<file path="src/rtl/alu_muldiv.sv">
// Execute-stage ALU with registered result and an optional
// iterative radix-2 multiply/divide unit behind valid/ready.
module alu_muldiv #(
  parameter int WIDTH  = 32,
  parameter int MULDIV = 1
) (
  input  logic             i_clk,
  input  logic             i_reset_n,
  input  logic             i_valid,
  output logic             o_ready,
  input  logic [3:0]       i_op,
  input  logic [WIDTH-1:0] i_a,
  input  logic [WIDTH-1:0] i_b,
  output logic             o_valid,
  output logic [WIDTH-1:0] o_result,
  output logic             o_zero,
  output logic             o_busy
);

  localparam int SW = $clog2(WIDTH);

  typedef enum logic [1:0] {
    IDLE,
    BUSY,
    DONE
  } state_t;

  state_t state, state_nx;

  logic [SW-1:0]      cnt;
  logic [2*WIDTH-1:0] prod, prod_nx;
  logic [WIDTH-1:0]   opnd;
  logic [1:0]         md_op;
  logic               accept, start_md;
  logic [WIDTH-1:0]   alu_res, md_res;
  logic [SW-1:0]      shamt;
  logic [WIDTH:0]     add_sum, rem_sh;
  logic [WIDTH-1:0]   div_diff;
  logic               div_ge, lt_s, lt_u;

  assign o_ready  = (state != BUSY);
  assign o_valid  = (state == DONE);
  assign o_busy   = (state == BUSY);
  assign accept   = i_valid && o_ready;
  assign start_md = accept && (MULDIV != 0)
                 && (i_op[3:2] == 2'b11);

  assign shamt = i_b[SW-1:0];
  assign lt_s  = $signed(i_a) < $signed(i_b);
  assign lt_u  = i_a < i_b;

  always_comb begin
    alu_res = '0;
    unique case (i_op)
      4'b0000: alu_res = i_a | i_b;
      4'b0001: alu_res = i_a & i_b;
      4'b0010: alu_res = i_a + i_b;
      4'b0011: alu_res = {{(WIDTH-1){1'b0}}, lt_s};
      4'b0100: alu_res = i_a ^ i_b;
      4'b0101: alu_res = ~(i_a | i_b);
      4'b0110: alu_res = i_a + ~i_b + 1'b1;
      4'b0111: alu_res = {{(WIDTH-1){1'b0}}, lt_u};
      4'b1000: alu_res = i_a << shamt;
      4'b1001: alu_res = i_a >> shamt;
      4'b1010: alu_res = $signed(i_a) >>> shamt;
      default: alu_res = '0;
    endcase
  end

  // prod holds {acc, multiplier} for MUL, {rem, quotient} for DIV
  always_comb begin
    add_sum  = {1'b0, prod[2*WIDTH-1:WIDTH]}
             + (prod[0] ? {1'b0, opnd} : '0);
    rem_sh   = prod[2*WIDTH-1:WIDTH-1];
    div_ge   = rem_sh >= {1'b0, opnd};
    div_diff = rem_sh[WIDTH-1:0] - opnd;
    prod_nx  = prod;
    if (!md_op[1])
      prod_nx = {add_sum, prod[WIDTH-1:1]};
    else if (div_ge)
      prod_nx = {div_diff, prod[WIDTH-2:0], 1'b1};
    else
      prod_nx = {rem_sh[WIDTH-1:0], prod[WIDTH-2:0], 1'b0};
    md_res = md_op[0] ? prod_nx[2*WIDTH-1:WIDTH]
                      : prod_nx[WIDTH-1:0];
  end

  always_ff @(posedge i_clk) begin
    if (!i_reset_n) state <= IDLE;
    else            state <= state_nx;
  end

  always_comb begin
    state_nx = state;
    unique case (state)
      IDLE: if (accept) state_nx = start_md ? BUSY : DONE;
      BUSY: if (cnt == '0) state_nx = DONE;
      DONE: begin
        if (accept) state_nx = start_md ? BUSY : DONE;
        else        state_nx = IDLE;
      end
      default: state_nx = IDLE;
    endcase
  end

  always_ff @(posedge i_clk) begin
    if (!i_reset_n) begin
      o_result <= '0;
      o_zero   <= 1'b1;
      cnt      <= '0;
      prod     <= '0;
      opnd     <= '0;
      md_op    <= '0;
    end else if (accept) begin
      if (start_md) begin
        cnt   <= SW'(WIDTH-1);
        md_op <= i_op[1:0];
        opnd  <= i_op[1] ? i_b : i_a;
        prod  <= {{WIDTH{1'b0}}, (i_op[1] ? i_a : i_b)};
      end else begin
        o_result <= alu_res;
        o_zero   <= ~|alu_res;
      end
    end else if (state == BUSY) begin
      prod <= prod_nx;
      cnt  <= cnt - 1'b1;
      if (cnt == '0) begin
        o_result <= md_res;
        o_zero   <= ~|md_res;
      end
    end
  end

endmodule

</file>
<file path="config.mk">
export PLATFORM = sky130hd
export DESIGN_NAME = alu_muldiv
export DESIGN_NICKNAME = d
export VERILOG_FILES = /design/src/rtl/alu_muldiv.sv
export SDC_FILE = /design/constraint.sdc
export NUM_CORES = 1
export LEC_CHECK = 0
export CAP_MARGIN = 10
export CORE_MARGIN = 2
export CORE_UTILIZATION = 30
export CTS_BUF_LIST = sky130_fd_sc_hd__clkbuf_4
export DETAILED_ROUTE_END_ITERATION = 10
export HOLD_SLACK_MARGIN = 0.08
export SYNTH_ARGS = -nofsm -noshare
export SYNTH_HDL_FRONTEND = slang
export SYNTH_SLANG_ARGS = --single-unit
</file>
<file path="constraint.sdc">
create_clock -name i_clk -period 6.3 [get_ports i_clk]
set_input_delay 1.26 -clock i_clk [delete_from_list [all_inputs] [get_ports i_clk]]
set_output_delay 1.26 -clock i_clk [all_outputs]
set_load 0.005 [all_outputs]
</file>
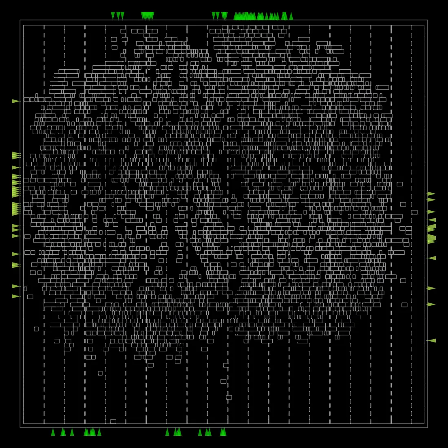
(run_1/placed.png)
Final Core Density: 0.337
Seq area share: 0.113

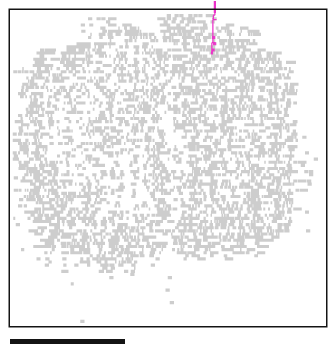
(run_1/port_trees.png)
Bar = 100 um.
i_valid -> magenta  # bits 1, direction input, end cells 4, buffers 1, wire 46.9 um
Port Buffers: 106
IO Pins: 107

==> qor.csv, run 1 <==
stage,metric,value,unit
timing,finalMaxSlewViolations,0,
synthesis,ys_sh_aoi,0.327,
synthesis,syn_nets,3337,
hold_path,hold_path.class,reg2reg,
grt,grt_first_pass_wirelength,156000,um
synthesis,yosysTopAreaCell,dfxtp_1,
routing,ant_nets,0,
clock_network,insertion_delay,0.64,ns
synthesis,synthArstFlopShare,0,
worst_setup_path,required,6.87,ns
final_layout,comb_area,0.0178,mm2
floorplanning,die_x,276,um
timing,setup_ws,1.09,ns
placed_design,place_congestion,1.04,
final_layout,clkCellAreaFrac,0.0126,
final_layout,fill_cells,7764,
worst_setup_path,r2r_start,prod[0]$_SDFFE_PN0P_,
worst_setup_path,crit_cells,15,
final_layout,stdcell_count,4053,
worst_setup_path,crit_buf_inv,2,
worst_setup_path,crit_chain,"clkdlybuf4s50_1, inv_1, ha_1, nor2b_1, a2111oi_2, a2111oi_4, o21ai_0, o21ai_0, a2111oi_2, o21ai_1, nor4_1, nand4_1, nor4_2, a41oi_1, o31ai_1",
clock_network,htree_levels,4,
worst_setup_path,crit_type,in2reg,
routing,drt_iter0_markers,3356,
placed_design,post-place-ws,0.570,ns
routing,vias,25341,
grt,antenna_found_initial,6,
synthesis,simple_gate_area_frac,0.218,
synthesis,edf_count,0,
final_layout,area_growth,11.1,%
timing,rsz0062_at_grt,no,
final_layout,final_cell_mix,"nor2_1 (346), nand2_1 (285), a21oi_1 (261)",
synthesis,yosys.cell_types.count,106,
power,ir_worst_vdd,103,uV
placed_design,postPlaceCellArea,0.0243,mm2
final_layout,fin_nets,3327,
routing,drc_errors,0,
synthesis,top_cell_area_share,0.125,
clock_network,post-cts-setup-buffers,0,
worst_setup_path,cp-start-kind,input port,
hold_path,hold_end,o_result[15]$_SDFFE_PN0P_,
synthesis,syn-mean-instance-area,7.17,um2
synthesis,syn_inst,3087,
grt,gr-total-overflow,0,
clock_network,cts_buffers,17,
floorplanning,core_area,0.0730,mm2
placed_design,post-place-cells,4017,
worst_setup_path,worstReg2RegEnd,o_zero$_SDFFE_PN1P_,
power,power.total,3.43,mW
timing,min_period,5.21,ns
power,power.leakage,9.85,nW
final_layout,buffers,221,
routing,vias_per_cell,6.25,
synthesis,syn-cell-area,0.0221,mm2
timing,hold_viol,0,
worst_setup_path,r2r_cells,14,
clock_network,holdBufCountCts,0,
synthesis,ys_seq_share,0.125,
synthesis,ff_type,dfxtp_1,
routing,wl_per_cell,26.5,um
clock_network,cts_sinks,138,
floorplanning,core_util_floorplan,0.303,
job,max_cap_viol_count,0,
synthesis,ys_warn_count,0,
worst_setup_path,cp_max_fo,9,
clock_network,clk_path_buf_depth,2,
hold_path,worstHoldStart,o_result[15]$_SDFFE_PN0P_,
synthesis,xor_area_frac,0.0230,
synthesis,yosysCellCount,3087,
final_layout,diodes,4,
clock_network,clock-root-buffer,clkbuf_4,
final_layout,largest_cell_class,combinational gates,
grt,grt_max_degree,90,
clock_network,cts_resized,0,
timing,hold_ws,0.469,ns
power,power_density,140,mW/mm2
synthesis,topCellsByArea,"dfxtp_1 (12%), ha_1 (9.9%), a21oi_1 (5.9%)",
timing,fin_crit_sh,0.827,
synthesis,common_cells,"nor2_1 (347), nand2_1 (287), a21oi_1 (261), o21ai_0 (195), clkbuf_1 (183)",
timing,timing.setup.tns,0,ns
final_layout,nonClockInverterCount,155,
clock_network,clk_pin_slew,0.16,ns
grt,gr-usage-all-layers,0.274,
timing,slew_headroom,0.276,
worst_setup_path,slowest_stage,o21ai_0,
worst_setup_path,cp.arrival,5.78,ns
routing,wl,107000,um
timing,fmax,0.192,GHz
hold_path,holdPathStages,2,
synthesis,synthMostInstantiatedCell,nor2_1,
floorplanning,fp-row-count,99,
clock_network,cts_tree,done,
synthesis,mux_share,0.129,
floorplanning,chip_area,0.0759,mm2
worst_setup_path,end_kind,flop,
timing,tightest_slew,1.08,ns
final_layout,seq_cells,138,
final_layout,final_layout_size_suffix_gt1_frac,0.108,
placed_design,dp_hpwl,84200,um
job,warnings,105,
floorplanning,die_y,276,um
final_layout,nMultiInputCombCells,2544,
final_layout,lay_top_count,nor2_1,
final_layout,fin_area,0.0246,mm2
floorplanning,taps,959,
synthesis,numSynthFlops,138,
final_layout,buf_share,0.0787,
synthesis,adder_share,0.103,
worst_setup_path,cp_top_family,AND-OR/OR-AND gates,
worst_setup_path,crit_start,i_b[6],
worst_setup_path,worstSetupEndpoint,o_zero$_SDFFE_PN1P_,
run_status,status,finished clean,
worst_setup_path,ff2ff_setup_slack,1.21,ns
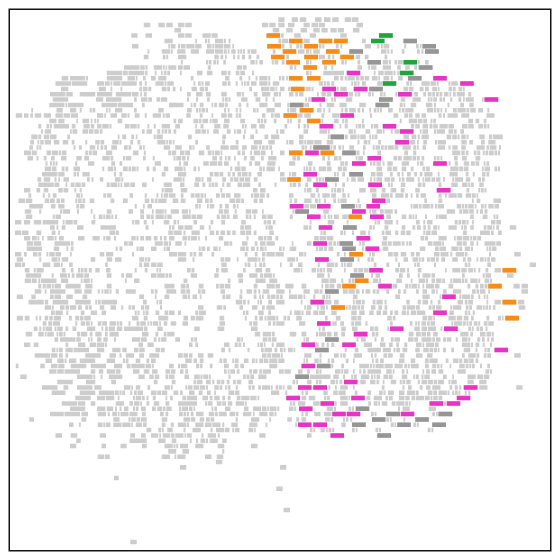
(run_1/ff_map.png)
Other sequential cells in the stronger gray, the rest of the logic in the fainter gray.
prod -> magenta  # sequential cells 64
o_result -> orange  # sequential cells 32
cnt -> green  # sequential cells 5
not colored = 37
FF/Latch Area: 0.00277 mm2
Seq group: 0.969 mW

-- run 1: worst register-to-register path: cells and delay by family, from the launching register on --
kind / cells / cell delay, ns
compound gates: 8 / 2.67
fa+ha+maj: 1 / 0.28
flops: 1 / 0.79
mux: 1 / 0.27
simple gates: 4 / 1.02
-- run 1: sequential cells by signal (all words and copies together), names as in the netlist --
name / count
cnt: 5
o_result: 32
state: 2
opnd: 32
prod: 64
md_op: 2
o_zero: 1
-- run 1: where the power goes --
part           internal, mW  switching [mW]  leakage (nW)
Clock                 0.253           0.416         0.162
Sequential            0.919          0.0501          1.13
Combinational         0.638            1.16          8.56
Total                  1.81            1.62          9.85
-- run 1: per-layer routing --
layer	global-route usage	part of all wire
met1	0.373	0.42
met2	0.424	0.44
met3	0.0436	0.094
met4	0.121	0.049
met5	0	0.00034
==> run 1 -> run 2 <==
Clock period 6.3 ns to 5.3 ns, I/O delays scaled along.
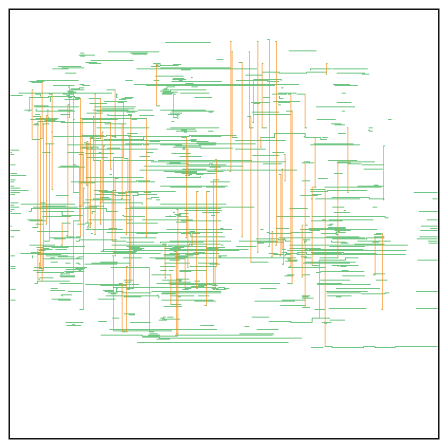
(run_2/layers.png)
Only two layers are drawn.
M4 -> orange  # wire length 4810 um
M3 -> green  # wire length 9670 um

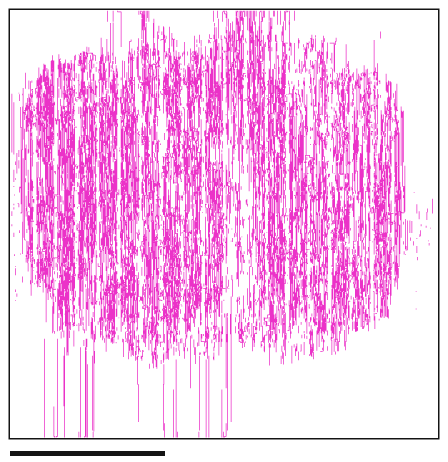
(run_2/m2.png)
Bar = 100 um.
share of all routed wire = 44%
longest straight run = 97.2 um

==> qor.csv, run 2 <==
stage,metric,value,unit
run_status,status,finished clean,
power,power.switching,2.00,mW
floorplanning,die_x,276,um
grt,grt_first_pass_wirelength,158000,um
clock_network,cts_sinks,138,
synthesis,syn-cell-area,0.0221,mm2
worst_setup_path,r2r_start,prod[31]$_SDFFE_PN0P_,
clock_network,insertion_delay,0.66,ns
timing,rsz0062_at_grt,no,
worst_setup_path,r2r_cells,16,
final_layout,largest_reg_flops,64,
placed_design,post-place-ws,-0.0688,ns
routing,route.met2.wl,47600,um
worst_setup_path,worstSetupEndpoint,o_zero$_SDFFE_PN1P_,
placed_design,postPlaceCellArea,0.0256,mm2
final_layout,fin_nets,3490,
synthesis,ys_seq_share,0.125,
clock_network,holdBufCountCts,0,
worst_setup_path,crit_buf_inv,5,
final_layout,final_util,0.355,
final_layout,largestRegisters,"prod: 64 flops, o_result: 32 flops, opnd: 32 flops",
synthesis,numSynthFlops,138,
final_layout,fill_cells,7813,
synthesis,synthArstFlopShare,0,
clock_network,clock-root-buffer,clkbuf_4,
final_layout,stdcell_count,4217,
worst_setup_path,cp-start-kind,input port,
final_layout,fin_area,0.0259,mm2
final_layout,top_register,prod,
floorplanning,die_y,276,um
synthesis,syn-mean-instance-area,7.17,um2
hold_path,worstHoldStart,o_result[12]$_SDFFE_PN0P_,
placed_design,post-place-cells,4180,
timing,fin_crit_sh,0.921,
timing,finalMaxSlewViolations,0,
power,power.total,4.21,mW
job,warnings,104,
power,ir_worst_vdd,97.2,uV
hold_path,hold_end,o_result[12]$_SDFFE_PN0P_,
worst_setup_path,cp_top_family,AND-OR/OR-AND gates,
synthesis,xor_area_frac,0.0230,
synthesis,simple_gate_area_frac,0.218,
power,pwr-share-comb,0.544,
final_layout,lay_top_count,nor2_1,
worst_setup_path,worstReg2RegEnd,o_zero$_SDFFE_PN1P_,
synthesis,ff_type,dfxtp_1,
synthesis,common_cells,"nor2_1 (347), nand2_1 (287), a21oi_1 (261), o21ai_0 (195), clkbuf_1 (183)",
worst_setup_path,crit_type,in2reg,
grt,use_met1,0.375,
synthesis,syn_nets,3337,
timing,slew_headroom,0.274,
routing,vias_per_cell,6.10,
worst_setup_path,required,5.89,ns
clock_network,htree_levels,4,
placed_design,place_congestion,1.01,
grt,gr-usage-all-layers,0.276,
clock_network,cts_resized,0,
power,swShare,0.475,
timing,setup_ws,0.416,ns
synthesis,yosysCellCount,3087,
grt,gr-total-overflow,0,
grt,grt-busiest-layer,met2,
power,internal-power,2.21,mW
clock_network,clk_pin_slew,0.18,ns
power,p_clk_frac,0.182,
worst_setup_path,crit_cells,17,
synthesis,yosysTopAreaCell,dfxtp_1,
timing,hold_viol,0,
synthesis,ys_warn_count,0,
synthesis,syn_inst,3087,
clock_network,cts_tree,done,
routing,vias,25738,
routing,route.top_layer_used,met4,
timing,timing.setup.tns,0,ns
worst_setup_path,slowest_stage,clkdlybuf4s50_1,
floorplanning,fp-row-count,99,
floorplanning,pin_count,107,
timing,hold_ws,0.469,ns
synthesis,adder_share,0.103,
routing,drt_iter0_markers,2930,
placed_design,io_buffers,106,
floorplanning,core_util_floorplan,0.303,
placed_design,dp_hpwl,86600,um
timing,fmax,0.205,GHz
clock_network,post-cts-setup-buffers,0,
routing,drc_errors,0,
synthesis,top_cell_area_share,0.125,
routing,drt-met1-wl,45500,um
grt,antenna_found_initial,5,
synthesis,topCellsByArea,"dfxtp_1 (12%), ha_1 (9.9%), a21oi_1 (5.9%)",
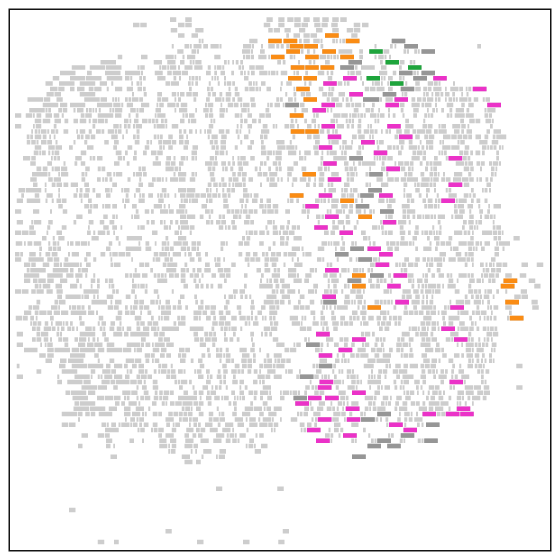
(run_2/ff_map.png)
Other sequential cells in the stronger gray, the rest of the logic in the fainter gray.
prod -> magenta  # sequential cells 64
o_result -> orange  # sequential cells 32
cnt -> green  # sequential cells 5
not colored = 37

run 2: cell counts after synthesis:
Identical to the previous run, type by type.
run 2: layout make-up:
type                       instances  area (um2)  share of cell area
antenna                            5        12.5            0.000483
clock buffer                      17         128             0.00493
clock inverter                    15         186             0.00720
inverter                         155         584              0.0226
multi-input combinational       2544       17800               0.686
sequential                       138        2770               0.107
tap                              959        1200              0.0463
timing repair buffer             384        3260               0.126
run 2: power by group through the flow:
stage / logic [mW] / registers [mW] / clock network (mW)
2_1_floorplan: 1.32 / 1.14 / 0
3_3_place_gp: 2.22 / 1.17 / 0
3_5_place_dp: 2.21 / 1.17 / 0
4_1_cts: 2.22 / 1.15 / 0.777
5_1_grt: 2.43 / 1.16 / 0.818
6_report: 2.29 / 1.15 / 0.766
Power is estimated from default activity; no workload was simulated.
